File: config.mk
export PLATFORM = sky130hd
export DESIGN_NAME = pc_redirect
export DESIGN_NICKNAME = d
export VERILOG_FILES = /design/src/rtl/pc_redirect_pkg.sv /design/src/rtl/pc_redirect_sat_counter.sv /design/src/rtl/pc_redirect.sv
export SDC_FILE = /design/constraint.sdc
export NUM_CORES = 1
export LEC_CHECK = 0
export CORE_ASPECT_RATIO = 0.8
export CORE_UTILIZATION = 30
export DETAILED_ROUTE_END_ITERATION = 10
export DONT_BUFFER_PORTS = 1
export SLEW_MARGIN = 0
export SYNTH_ARGS = -nofsm -noshare
export SYNTH_HDL_FRONTEND = slang
export SYNTH_HIERARCHICAL = 1
export SYNTH_SLANG_ARGS = --single-unit
File: constraint.sdc
create_clock -name clk -period 2.4 [get_ports clk]
set_clock_uncertainty 0.05 [all_clocks]
set_input_delay 0.36 -clock clk [delete_from_list [all_inputs] [get_ports clk]]
set_output_delay 0.36 -clock clk [all_outputs]
set_load 0.02 [all_outputs]
File: src/rtl/pc_redirect_pkg.sv
// Shared definitions for the fetch redirect producer: FSM state encoding,
// default widths and the flush window length seen by the fetch stage.
package pc_redirect_pkg;

    // Default instruction width; the PC is instSize + 8 bits wide.
    localparam int INST_SIZE_DFLT = 24;
    localparam int CNT_WIDTH_DFLT = 16;
    localparam int PC_W           = INST_SIZE_DFLT + 8;

    // Fetch samples pcWrEn through one flop, so the target and the squash
    // must stay up for that delay plus the enable cycle itself.
    localparam int FLUSH_CYCLES   = 2;

    typedef enum logic [1:0] {
        IDLE  = 2'd0,
        ISSUE = 2'd1,
        HOLD  = 2'd2
    } redirect_state_t;

    // PC width for a given instruction width.
    function automatic int pc_width(input int inst_size);
        return inst_size + 8;
    endfunction

endpackage

File: src/rtl/pc_redirect_sat_counter.sv
// Saturating up-counter: increments on inc, sticks at all-ones, cleared by
// the synchronous active-high clr.
module sat_counter #(
    parameter int WIDTH = 16
) (
    input  logic             clk,
    input  logic             clr,
    input  logic             inc,
    output logic [WIDTH-1:0] cnt
);

    logic [WIDTH-1:0] r_cnt;
    logic             w_at_max;

    assign w_at_max = (r_cnt == {WIDTH{1'b1}});

    // Count events, holding at the maximum instead of wrapping.
    always_ff @(posedge clk) begin
        // NOTE: sequential state is written with <= so every flop samples
        // the pre-edge values of its inputs, independent of block order.
        if (clr) begin
            r_cnt <= '0;
        end else if (inc && !w_at_max) begin
            r_cnt <= r_cnt + {{(WIDTH-1){1'b0}}, 1'b1};
        end
    end

    assign cnt = r_cnt;

endmodule

File: src/rtl/pc_redirect.sv
// Producer side of the fetch redirect interface. A taken branch/jump seen in
// IDLE latches its word-aligned target and runs ISSUE (pcWrEn pulse) then
// HOLD, squashing IF/ID and ID/EX in both. Control-flow results arriving in
// ISSUE/HOLD belong to the wrong path and are dropped.
module pc_redirect
    import pc_redirect_pkg::*;
#(
    parameter int instSize = INST_SIZE_DFLT,
    parameter int cntWidth = CNT_WIDTH_DFLT
) (
    input  logic                  clk,
    input  logic                  reset,
    input  logic                  brValid,
    input  logic                  brTaken,
    input  logic [instSize+7:0]   brTarget,
    output logic                  pcWrEn,
    output logic [instSize+7:0]   newPc,
    output logic                  flushIfId,
    output logic                  flushIdEx,
    output logic                  alignErr,
    output logic [cntWidth-1:0]   redirectCnt
);

    localparam int W = instSize + 8;

    redirect_state_t r_state;
    redirect_state_t w_state_next;

    logic            w_redirect;
    logic            w_misaligned;
    logic            w_pc_wr_en_nxt;
    logic            w_flush_nxt;

    logic            r_pc_wr_en;
    logic            r_flush_if_id;
    logic            r_flush_id_ex;
    logic            r_align_err;
    logic [W-1:0]    r_tgt;

    // A redirect is only accepted while idle; later results are wrong-path.
    assign w_redirect   = (r_state == IDLE) && brValid && brTaken;
    assign w_misaligned = (brTarget[1:0] != 2'b00);

    // State register.
    always_ff @(posedge clk) begin
        if (reset) begin
            r_state <= IDLE;
        end else begin
            r_state <= w_state_next;
        end
    end

    // Next-state logic: IDLE -> ISSUE on a taken branch, then ISSUE -> HOLD -> IDLE.
    always_comb begin
        // NOTE: a default assignment up front keeps every path driven, so no
        // latch is inferred when a case arm forgets the signal.
        w_state_next = r_state;
        case (r_state)
            IDLE:    if (w_redirect) w_state_next = ISSUE;
            ISSUE:   w_state_next = HOLD;
            HOLD:    w_state_next = IDLE;
            default: w_state_next = IDLE;
        endcase
    end

    // Output decode from the next state, so the outputs can be registered
    // and still line up with the state they belong to.
    always_comb begin
        w_pc_wr_en_nxt = 1'b0;
        w_flush_nxt    = 1'b0;
        case (w_state_next)
            ISSUE: begin
                w_pc_wr_en_nxt = 1'b1;
                w_flush_nxt    = 1'b1;
            end
            HOLD: begin
                w_flush_nxt    = 1'b1;
            end
            default: begin
                w_pc_wr_en_nxt = 1'b0;
                w_flush_nxt    = 1'b0;
            end
        endcase
    end

    // Registered control outputs toward fetch and the pipeline registers.
    always_ff @(posedge clk) begin
        if (reset) begin
            r_pc_wr_en    <= 1'b0;
            r_flush_if_id <= 1'b0;
            r_flush_id_ex <= 1'b0;
        end else begin
            r_pc_wr_en    <= w_pc_wr_en_nxt;
            r_flush_if_id <= w_flush_nxt;
            r_flush_id_ex <= w_flush_nxt;
        end
    end

    // Target latch: word-aligned copy of brTarget, held until the next redirect.
    always_ff @(posedge clk) begin
        if (reset) begin
            r_tgt <= '0;
        end else if (w_redirect) begin
            r_tgt <= {brTarget[W-1:2], 2'b00};
        end
    end

    // Sticky misaligned-target flag; the redirect still goes to the aligned address.
    always_ff @(posedge clk) begin
        if (reset) begin
            r_align_err <= 1'b0;
        end else if (w_redirect && w_misaligned) begin
            r_align_err <= 1'b1;
        end
    end

    sat_counter #(
        .WIDTH (cntWidth)
    ) u_redirect_cnt (
        .clk (clk),
        .clr (reset),
        .inc (w_redirect),
        .cnt (redirectCnt)
    );

    assign pcWrEn    = r_pc_wr_en;
    assign newPc     = r_tgt;
    assign flushIfId = r_flush_if_id;
    assign flushIdEx = r_flush_id_ex;
    assign alignErr  = r_align_err;

endmodule
Run 1, clock nets:
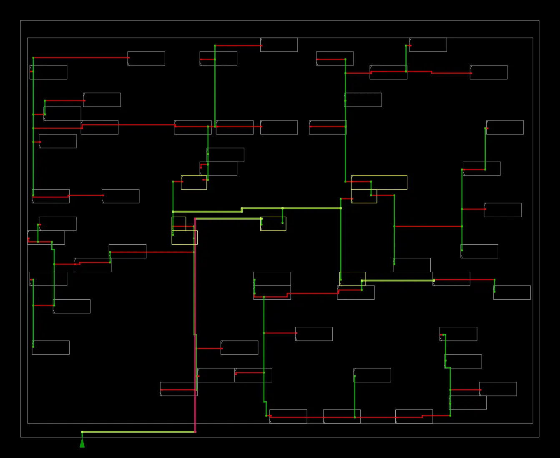
clk pwr: 0.000590 W
Flops: 51
TritonCTS Buffers: 5
final-layout clock buffer total: 5

Run 1, I/O pins on the die edge:
Scale: 3 px per um. Pins as bars across the die edge, other pins in grey.
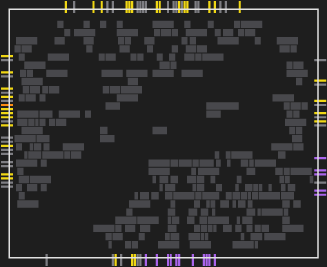
[purple] redirectCnt | pins: 16 | direction: output | edge: 11 bottom, 5 right
[yellow] brTarget | pins: 32 | direction: input | edge: 14 top, 11 left, 4 right, 3 bottom
[orange] alignErr | pins: 1 | direction: output | edge: left
all pins by edge: 29 top, 25 left, 19 bottom, 15 right
Port-buffer cells: 0
die height: 82.3 um
Die W: 102 um

Run 1, metal 2:
Scale: 4 px per um. Cells faint in the background.
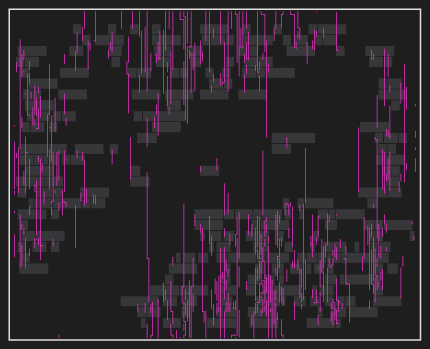
main direction: vertical
longest straight run: 29.6 um
vias after detailed routing: 1709
drt total wl: 4910 um
met2 Resource Use GR: 18.6%

==> notes.md, run 1 <==
run results: Setup Fix Bufs, Post-CTS=0, peak per-stage delay on the critical path=0.54 ns, ratio of cells with drive above 1 in the final layout=10.8%, Slew @ Worst Pin=0.621 ns, post-layout util=34.3%, clock slew at reported path FFs=0.10 ns, hpwl dp=3390 um, area of the multi-input gates=1240 um2, Final min period=2.07 ns, Internal=0.00124 W, final setup fails=0, layout net count=288, post-synth area from yosys stat=2420 um2, Top cell excl fill/tap=nand2b_1, GPL Wtd Cong=0.735, Logic power comb=0.000105 W, top cells, area=dfxtp_1 42%, nand2b_1 16%, mux2i_1 13%, CP Launch Type=flop, Critical Path Sink=u_redirect_cnt/cnt[15], FF-to-FF path depth=4, reg-to-reg setup timing slack=0.33 ns, reg2reg end=u_redirect_cnt/cnt[15], clock latency on the worst-skew pair=0.30 ns, Final Hold Vio Count=0, Final Cycle Share=86.4%, CP Depth=4, relative slew slack=57.5%, RSZ-0062 raised after global routing=false, Clock power frac=36.2%, CP required=2.55 ns, fraction of power consumed by sequential logic=57.4%, Placed Area=2500 um2, Top cells excl fill/tap=60 x nand2b_1, 51 x dfxtp_1, 32 x mux2i_1, 12 x nor2_1, 12 x buf_4, post-synthesis cell count=247, Final Power=0.00163 W, initial antenna violation count=0, average wire per standard cell=13.8 um, boundary pin count=88, hold depth=1, vias per cell=4.81, Yosys Warn Count=6, maximum clock rate=0.482 GHz, WHS Endpoint=flushIdEx, Area growth syn-to-layout=7.65%, Top power group=sequential cells, post-CTS resize count=0, CP cell instances=nand4_2 > or3_1 > nor4_1 > mux2_2, Antenna Cells=0, H-tree Lvls=2, FP Rows=28, total sequential power=0.000937 W, Fin Hold WS=0.0886 ns, Mapped Avg Cell Area=9.80 um2, Sw Ratio=24.0%, combinational share of power=6.4%, Slew Limit Fails=0, Net Sw Power=0.000392 W, first-pass GRT wire length=7590 um, Max Fanout on Critical Path=7, asr flop ratio synth=0%, GRT Util Overall=11.7%, Core Area=7600 um2, post-route setup TNS=0 ns, largest net degree at the start of global routing=83, Antenna Nets Post-Route=0, worst hold path class=in2reg, r2r startpoint=u_redirect_cnt/cnt[5], status=complete, no violations, Synth flops=51, buffer-and-inverter tally for the worst setup path=0, yosys cell count=247, distinct lib cells=45, Initial Util=31.8%, die area=8430 um2, most numerous cell in the Yosys netlist=nand2b_1, Top delay family on crit path=simple AND/OR/NAND/NOR gates, pwr/cell area=627 nW/um2, Post-synth EDFFs=0, cell type with the largest total area=dfxtp_1, TritonCTS clock tree=done, CP Capture Type=flop, Commonest cells post-synth=60 x nand2b_1, 51 x dfxtp_1, 32 x mux2i_1, Top FF cell, synth=dfxtp_1, final instance area=2610 um2, CTS root buf=clkbuf_8, sequential-to-total area share from yosys stat=42.2%, hold_sp=reset, Crit-path slowest cell=dfxtp_1, tool warnings=26, 1st-iter DRT viols=62, CTS Sinks=51, gr ovfl total=0, Lkg Pwr=0.919 nW, synthesized area=2420 um2
run 1: kinds of logic (layout without fill, tap and decap cells):
| logic type | after synthesis | in the layout | share of synthesized area [%] |
|---|---|---|---|
| multiplexers | 34 | 34 | 14.2 |
| adder cells (fa/ha/maj) | 2 | 2 | 1.03 |
| buffers and inverters | 20 | 22 | 6.51 |
| XOR/XNOR | 3 | 3 | 1.09 |
| flip-flops | 51 | 51 | 42.2 |
| other | 1 | 2 | 0.155 |
| AND-OR/OR-AND | 19 | 19 | 5.74 |
| AND/OR/NAND/NOR | 117 | 117 | 29.1 |
run 1: sequential cells by signal, indices dropped and copies added (netlist names):
signal,flops
alignErr,1
flushIdEx,1
newPc,30
pcWrEn,1
r_state,2
u_redirect_cnt/cnt,16
run 1: layer usage:
| layer | up-vias | GRT usage, % | part of all wire [%] | wire [um] |
|---|---|---|---|---|
| met5 | - | 0 | 0 | 0 |
| met4 | 0 | 4.29 | 0.86 | 42 |
| met3 | 2 | 3.70 | 6.7 | 327 |
| met2 | 55 | 18.6 | 45 | 2200 |
| met1 | 800 | 14.9 | 48 | 2330 |
| li1 | 852 | - | - | - |
run 1: through the flow:
step                std cells  setup slack, ns
floorplan                 248            0.310
CTS                       355            0.332
global placement          348            0.368
global route              355            0.185
detailed placement        348            0.344
finish                    355            0.326
run 1: worst register-to-register path, delay by kind of cell, from the launching register on:
kind | cells | cell delay (ns)
AND/OR/NAND/NOR | 3 | 1.03
multiplexers | 1 | 0.36
flip-flops | 1 | 0.54
run 1: cell type report:
class | count | share of cell area (%)
multi-input combinational | 177 | 47.8
clock inverter | 2 | 1.44
sequential | 51 | 39.2
timing repair buffer | 12 | 3.46
clock buffer | 5 | 2.64
inverter | 3 | 0.432
tap | 105 | 5.04
--- run 2 (diff from run 1) ---
Settings changed: CAP_MARGIN set to 20.
Run 2, clock nets:
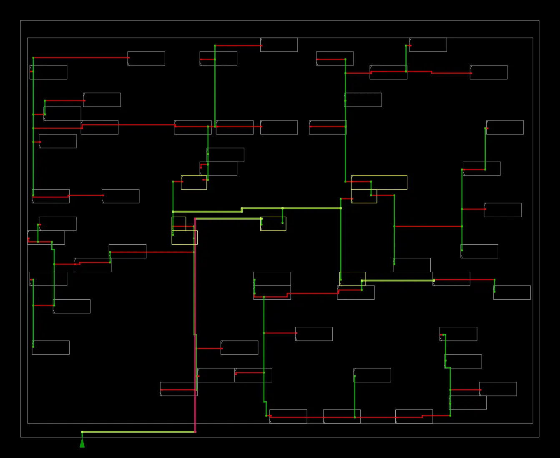
CTS Sinks: 51
clock latency on the worst-skew pair: 0.30 ns

==> notes.md, run 2 <==
run results: Top cells excl fill/tap=60 x nand2b_1, 51 x dfxtp_1, 32 x mux2i_1, 12 x nor2_1, 12 x buf_4, die area=8430 um2, top cells, area=dfxtp_1 42%, nand2b_1 16%, mux2i_1 13%, drt pass-1 iters=4, ratio of cells with drive above 1 in the final layout=10.8%, cell type with the largest total area=dfxtp_1, GR Util met3=3.70%, vias per cell=4.81, die height=82.3 um, Final Hold Vio Count=0, asr flop ratio synth=0%, met2 Resource Use GR=18.6%, first-pass GRT wire length=7590 um, r2r startpoint=u_redirect_cnt/cnt[5], TritonCTS clock tree=done, M1 WL=2330 um, H-tree Lvls=2, vias in the first global route=1605, crit path kind=reg2reg, hold_buf cts=0, Final Cycle Share=86.4%, maximum clock rate=0.482 GHz, Top FF cell, synth=dfxtp_1, GPL Wtd Cong=0.735, Lkg Pwr=0.919 nW, Antenna Nets Post-Route=0, critical path arrival=2.22 ns, Max IR drop VDD=0.308 mV, Core Area=7600 um2, Setup Fix Bufs, Post-CTS=0, post-synthesis cell count=247, GRT Util Overall=11.7%, gr ovfl total=0, Fillers=809, status=complete, no violations, sequential-to-total area share from yosys stat=42.2%, CTS Buffer Depth=2, highest routed layer=met4, Layout Cells excl Fill=355, CP Capture Type=flop, Die W=102 um, Synth flops=51, FF-to-FF path depth=4, distinct lib cells=45, area of the multi-input gates=1240 um2, TritonCTS Buffers=5, reg-to-reg setup timing slack=0.33 ns, Slew Limit Fails=0, clock slew at reported path FFs=0.10 ns, Critical Path Source=u_redirect_cnt/cnt[5], Area growth syn-to-layout=7.65%, vias after detailed routing=1709, met1 usage=14.9%, met3 wire length=327 um, Slew @ Worst Pin=0.621 ns, MaxCap Viol Count=0, FP Rows=28, hpwl dp=3390 um, Post-synth EDFFs=0, Placed Instances=348, worst hold path class=in2reg, Largest type area fraction=42.2%, Final Power=0.00163 W, pwr/cell area=627 nW/um2, boundary pin count=88, tool warnings=26, RSZ-0062 raised after global routing=false, layout net count=288, Yosys Warn Count=6, Crit-path slowest cell=dfxtp_1, largest net degree at the start of global routing=83, Final min period=2.07 ns, average wire per standard cell=13.8 um, DRC viols=0, CTS root buf=clkbuf_8, yosys cell count=247, GR peak layer=met2, Critical Path Sink=u_redirect_cnt/cnt[15], CP Launch Type=flop, Port-buffer cells=0, Initial Util=31.8%, final setup fails=0, Commonest cells post-synth=60 x nand2b_1, 51 x dfxtp_1, 32 x mux2i_1, 1st-iter DRT viols=62, reg2reg end=u_redirect_cnt/cnt[15], initial antenna violation count=0, drt total wl=4910 um, Mapped Avg Cell Area=9.80 um2, Fin Hold WS=0.0886 ns, relative slew slack=57.5%, Max Fanout on Critical Path=7, post-synth area from yosys stat=2420 um2, peak per-stage delay on the critical path=0.54 ns, CP cell instances=nand4_2 > or3_1 > nor4_1 > mux2_2, post-route setup TNS=0 ns, Antenna Cells=0, post-CTS resize count=0, storage element area=1020 um2, synthesized area=2420 um2, met2 WL=2200 um, most numerous cell in the Yosys netlist=nand2b_1, Top cell excl fill/tap=nand2b_1, max FFs per register=30, CP required=2.55 ns
## run 2: cells by family (layout without fill, tap and decap cells)
family,Yosys count,in the layout,share of synthesized area [%]
other cells,1,2,0.155
xor+xnor,3,3,1.09
simple gates,117,117,29.1
compound gates,19,19,5.74
mux,34,34,14.2
buf+inv,20,22,6.51
fa+ha+maj,2,2,1.03
flops,51,51,42.2
## run 2: worst min path at each step
stage | startpoint | end | slack [ns] | cells after the start
after floorplan | r_state[1] | r_state[1] | 0.44 | 2
after global placement | reset | u_redirect_cnt/cnt[5] | 0.39 | 1
after detailed placement | reset | flushIdEx | 0.39 | 1
after CTS | reset | u_redirect_cnt/cnt[13] | 0.05 | 1
after global routing | reset | u_redirect_cnt/cnt[13] | 0.05 | 1
final | reset | flushIdEx | 0.09 | 1
## run 2: power breakdown
group | internal [W] | switching, W
registers | 0.000878 | 0.0000593
logic | 0.0000572 | 0.0000479
clock network | 0.000305 | 0.000285
total | 0.00124 | 0.000392
## run 2: area by class of cell
cell class / instances / area share (%)
Multi-Input combinational cell: 177 / 47.8
Tap cell: 105 / 5.04
Timing Repair Buffer: 12 / 3.46
Sequential cell: 51 / 39.2
Inverter: 3 / 0.432
Clock buffer: 5 / 2.64
Clock inverter: 2 / 1.44
## run 2: worst max-delay path, delay by kind of cell, from the launching register on
| kind | cells | cell delay [ns] |
|---|---|---|
| flip-flops | 1 | 0.54 |
| multiplexers | 1 | 0.36 |
| AND/OR/NAND/NOR | 3 | 1.02 |
## run 2: per-stage QoR
stage	setup WS (ns)	cell area (um2)	utilization, %
final	0.326	2610	34.3
after detailed placement	0.344	2500	32.9
after floorplan	0.310	2420	-
after global routing	0.185	2610	34.3
after CTS	0.332	2610	34.3
after global placement	0.368	2500	32.9
Run 2, metal 2:
Scale: 4 px per um. Cells faint in the background.
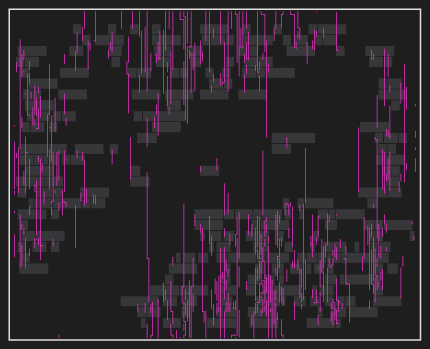

--- run 3 (diff from run 2) ---
Settings changed: CORE_UTILIZATION 30 to 25.
Run 3, metal 2:
Scale: 3 px per um. Cells faint in the background.
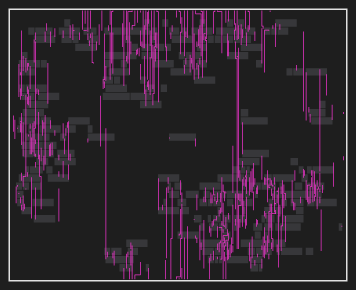
nets with wire on the layer: 235
share of all routed wire: 47%
wire length on this layer: 2430 um

==> notes.md, run 3 <==
run results: hold_sp=reset, layout net count=288, relative slew slack=62.1%, clock slew at reported path FFs=0.07 ns, status=complete, but fails checks, ratio of cells with drive above 1 in the final layout=10.8%, GRT Util Overall=10.6%, Final Cycle Share=85.9%, PnR worst setup slack=0.339 ns, Port-buffer cells=0, Critical Path Source=u_redirect_cnt/cnt[5], tool warnings=26, r2r startpoint=u_redirect_cnt/cnt[5], drt total wl=5210 um, critical path arrival=2.20 ns, drt pass-1 iters=7, maximum clock rate=0.485 GHz, Mapped Avg Cell Area=9.80 um2, vias in the first global route=1684, average wire per standard cell=14.2 um, CP required=2.53 ns, FP Rows=31, MaxCap Viol Count=0, Top cell excl fill/tap=nand2b_1, peak per-stage delay on the critical path=0.54 ns, post-synth area from yosys stat=2420 um2, synthesized area=2420 um2, gr ovfl total=0, initial antenna violation count=0, fraction of power consumed by sequential logic=53.5%, Largest type area fraction=42.2%, Slew Limit Fails=0, Placed Instances=358, Top FF cell, synth=dfxtp_1, Fillers=970, vias after detailed routing=1689, vias per cell=4.61, final instance area=2650 um2, Crit-path slowest cell=dfxtp_1, hold_buf cts=0, CP Launch Type=flop, Antenna Cells=0, die area=10100 um2, RSZ-0062 raised after global routing=false, cell type with the largest total area=dfxtp_1, Net Sw Power=0.000433 W, distinct lib cells=45, Max Fanout on Critical Path=7, Commonest cells post-synth=60 x nand2b_1, 51 x dfxtp_1, 32 x mux2i_1, TritonCTS Buffers=5, worst hold path class=in2reg, Core Area=9230 um2, final setup fails=0, Antenna Nets Post-Route=0, Sw Ratio=24.7%, Clock power frac=40.5%, pwr/cell area=661 nW/um2, Synth flops=51, Top cells excl fill/tap=60 x nand2b_1, 51 x dfxtp_1, 32 x mux2i_1, 12 x nor2_1, 12 x buf_4, CP Capture Type=flop, Yosys Warn Count=6, Lkg Pwr=0.937 nW, die height=90.0 um, Area growth syn-to-layout=9.62%, Die W=112 um, Post-synth EDFFs=0, storage element area=1020 um2, Placed Area=2510 um2, Final min period=2.06 ns, DRC viols=2, max FFs per register=30, Layout Cells excl Fill=366, Slew @ Worst Pin=0.569 ns, post-synthesis cell count=247, H-tree Lvls=2, asr flop ratio synth=0%, post-route setup TNS=0 ns, CTS Buffer Depth=2, clock latency on the worst-skew pair=0.29 ns, Final Hold Vio Count=0, yosys cell count=247, combinational share of power=6.0%, reg-to-reg setup timing slack=0.34 ns, Max IR drop VDD=0.260 mV, GPL Wtd Cong=0.752, post-CTS resize count=0, area of the multi-input gates=1240 um2, crit path kind=reg2reg, CTS Sinks=51, hpwl dp=3620 um, sequential-to-total area share from yosys stat=42.2%, TritonCTS clock tree=done, CTS root buf=clkbuf_16, failing checks=design-rule violations, largest net degree at the start of global routing=83, top cells, area=dfxtp_1 42%, nand2b_1 16%, mux2i_1 13%, Placement Setup Slack=0.365 ns, boundary pin count=88, 1st-iter DRT viols=80, Initial Util=26.2%, CP cell instances=nand4_2 > or3_1 > nor4_1 > mux2_2, Internal=0.00132 W, Setup Fix Bufs, Post-CTS=0, first-pass GRT wire length=8440 um, most numerous cell in the Yosys netlist=nand2b_1
[run 3: critical path, delay by kind of cell, from the launching register on]
kind	cells	cell delay, ns
muxes	1	0.36
and+or+nand+nor	3	1.01
DFF	1	0.54
[run 3: cell families after synthesis]
kind of cell,count (synthesis),share of synthesized area [%]
multiplexers,34,14.2
buffers and inverters,20,6.51
XOR/XNOR,3,1.09
adder cells (fa/ha/maj),2,1.03
AND/OR/NAND/NOR,117,29.1
AND-OR/OR-AND,19,5.74
other,1,0.155
flip-flops,51,42.2
[run 3: cell type report]
cell class	instances	share of cell area [%]
repair buffers	12	3.40
clock inverters	2	0.472
flip-flops and latches	51	38.5
inverters	3	0.425
well taps	115	5.42
clock buffers	6	4.86
multi-input cells	177	46.9
[run 3: stage by stage]
stage,hold slack [ns],util [%],power (W)
floorplan,0.444,-,0.00107
global placement,0.386,27.2,0.00106
detailed placement,0.386,27.2,0.00107
CTS,0.0744,28.7,0.00179
global route,0.0779,28.7,0.00184
finish,0.104,28.7,0.00175
[run 3: final timing paths]
check / endpoint / cells past startpoint
setup / recovery: u_redirect_cnt/cnt[15] / 4
hold / removal: u_redirect_cnt/cnt[5] / 1
setup reg to reg: u_redirect_cnt/cnt[15] / 4
hold reg to reg: r_state[1] / 2
[run 3: power by group through the flow]
stage          registers (W)  logic (W)  clock network, W
6_report            0.000938   0.000105          0.000711
3_5_place_dp        0.000958   0.000108                 0
2_1_floorplan       0.000952   0.000120                 0
4_1_cts             0.000938   0.000108          0.000742
5_1_grt             0.000942   0.000118          0.000778
3_3_place_gp        0.000957   0.000104                 0
[run 3: per-layer routing]
layer  routed length (um)  GRT usage (%)
met3                  359           3.64
met5                    0              0
met4                   42           3.00
met2                 2430           16.7
met1                 2380           13.6

==> screenshots <==
Cell classes on the final placement.
panel A
Scale: 4 px per um. Fill, decap, tap and diode cells in grey.
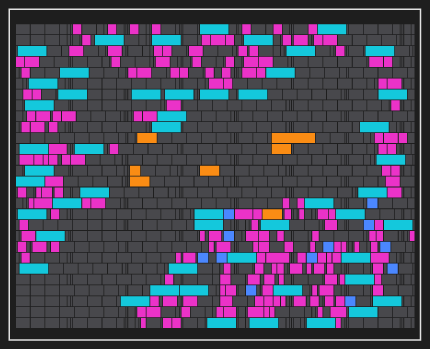
panel B
Scale: 3 px per um. Fill, decap, tap and diode cells in grey.
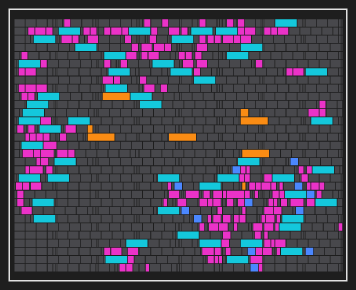
Of these, highest utilization: panel A
| from | picture |
|---|---|
| run 1 | panel A |
| run 3 | panel B |

Power figures rest on the tool's default switching activity, not on a simulated workload.
